Wiring heat map:
Scale bar: 20 µm. 15 x 15 tiles, from black (low) to pale yellow (high), scaled to the fullest tile. Values are wire area over tile area, all layers added.
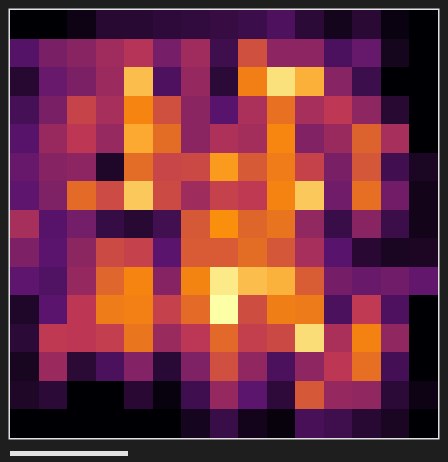
Placement density heat map:
Scale bar: 20 µm. 7 x 7 tiles, from black (low) to pale yellow (high), 0 to 100% covered.
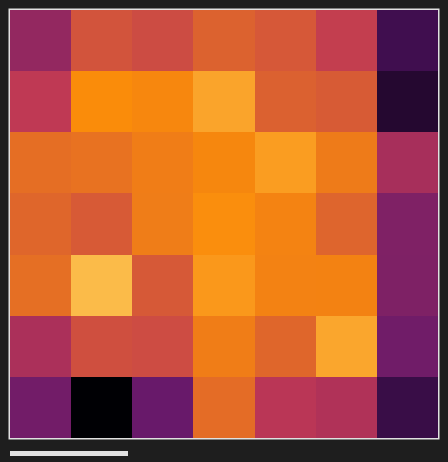
Met1 routing:
Scale bar: 20 µm.
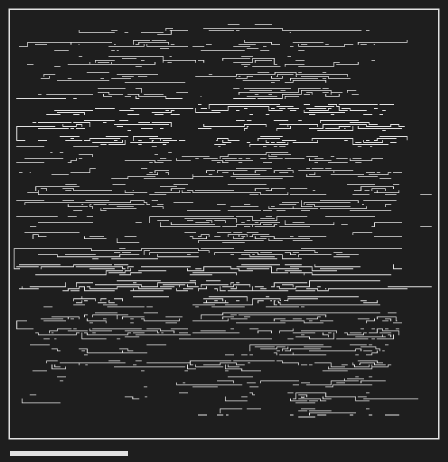
Routing congestion:
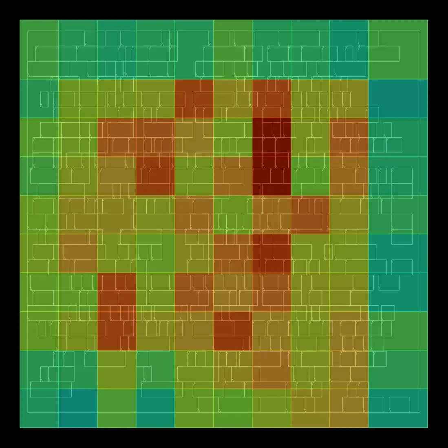
Signal wires on met2:
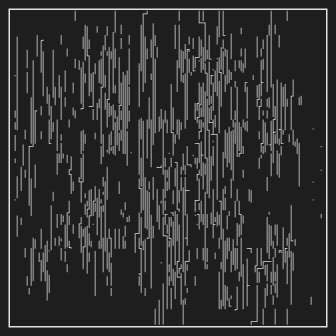
==> config.mk <==
export PLATFORM = sky130hd
export DESIGN_NAME = sprite_mover
export DESIGN_NICKNAME = d
export VERILOG_FILES = /design/src/rtl/pacman_pkg.sv /design/src/rtl/move_tick_gen.sv /design/src/rtl/sprite_mover.sv
export SDC_FILE = /design/constraint.sdc
export NUM_CORES = 1
export LEC_CHECK = 0
export CAP_MARGIN = 20
export CORE_UTILIZATION = 53
export CTS_CLUSTER_SIZE = 12
export DETAILED_ROUTE_END_ITERATION = 8
export PLACE_DENSITY = 0.77
export SLEW_MARGIN = 30
export SYNTH_ARGS = -nofsm -noshare
export SYNTH_HDL_FRONTEND = slang
export SYNTH_SLANG_ARGS = --single-unit
==> constraint.sdc <==
create_clock -name clk -period 7.3 [get_ports clk]
set_input_delay 1.825 -clock clk [delete_from_list [all_inputs] [get_ports clk]]
set_output_delay 1.825 -clock clk [all_outputs]
set_load 0.01 [all_outputs]
==> flow_summary.toml <==
# yosys + openroad results
[clock_tree]
clk_latency_ns = 0.29
postCtsSetupBuffers = 0
ctsHoldBuffers = 0
cts_buffers = 5
cts_max_level = 2
ctsResizeCount = 0

[power]
leakagePower_nw = 1.14
power_leader = "sequential cells"
fin_total_pwr_mw = 0.388
clk-power_mw = 0.140
swShare_pct = 27.5
p_seq_share_pct = 50.0
p_comb_mw = 0.0545
clock_power_share_pct = 35.9
pwr_density_cell_nw_per_um2 = 126

[synth]
ys_ff = 35
simple_gate_share_pct = 25.7
syn_nets = 364
ys_seq_share_pct = 26.5
synthCells = 339
area_leaders = "dfxtp_1, nor2_1, ha_1"
syn-mean-instance-area_um2 = 7.80
yosysWarnings = 0
async_flop_share_pct = 0
synth_cell_types = 67
syn-cell-area_um2 = 2650
logic_family = "AND-OR/OR-AND gates"
ys_cells = 339

[final_timing]
report.final.slew_viol_count = 0
worst_clock_skew_ns = 0.00340
rsz0062_at_grt = "false"
finalSetupViolations = 0
fmax_mhz = 159
hold-worst-slack_ns = 0.512
worst_slack_ns = 0.998
slew-limit-headroom_pct = 35.0
finalCriticalPeriod_ns = 6.30

[finish]
design_area_um2 = 3080
ff_count = 35
inv_count = 14
n_fill_cell = 452
nMultiInputCombCells = 271
seqCellArea_um2 = 701
nets = 389
combGateArea_um2 = 1790

[routing]
drc = 0
avgViaCountPerCell = 5.94
met1_length_mm = 2.91
drtIter0Drc = 161
met2_length_mm = 2.74

[floorplan]
dieArea_um2 = 5280
tap_cells = 67
fp.dieH_um = 72.6
row_count = 25

[placement]
dp_hpwl_mm = 4.30

[critical_path]
cpPeakStageDelay_ns = 0.64
path_delay_family = "AND-OR/OR-AND gates"
reg2reg_depth = 15
cp_max_fo = 14

[worst_hold_path]
hold_path.class = "reg2reg"

[flow_run]
drv_cap = 0

[global_route]
grtUsageMet3_pct = 4.28
grt_antenna_before_repair = 0
grt_overflow = 0

[outcome]
outcome = "finished, final reports clean"
About 'wiring heat map':
fullest tile: 0.50
mean over tiles: 0.18
densest ninth of the die: center
tiles over half the peak: 30%
nearly empty tiles: 9.3%
gr usage total: 23.9%
vias post-DR: 2,567

About 'placement density heat map':
tiles over 75% full: 14%
mean over tiles: 57%
fullest tile: 85%
nearly empty tiles: 2.0%
Initial Util: 55.6%
core footprint: 4750 µm²

About 'met1 routing':
longest straight run: 26.7 µm
share of all routed wire: 48%
drt total wl: 6.01 mm
met1 GRT Util: 32.6%

About 'routing congestion':
Most Crowded Layer GR: met2
routed len/inst: 13.9 µm
fin util: 64.7%

About 'signal wires on met2':
wire length on this layer: 2,740 µm
longest straight run: 27.9 µm
main direction: vertical
GR Layer Usage met2: 37.9%

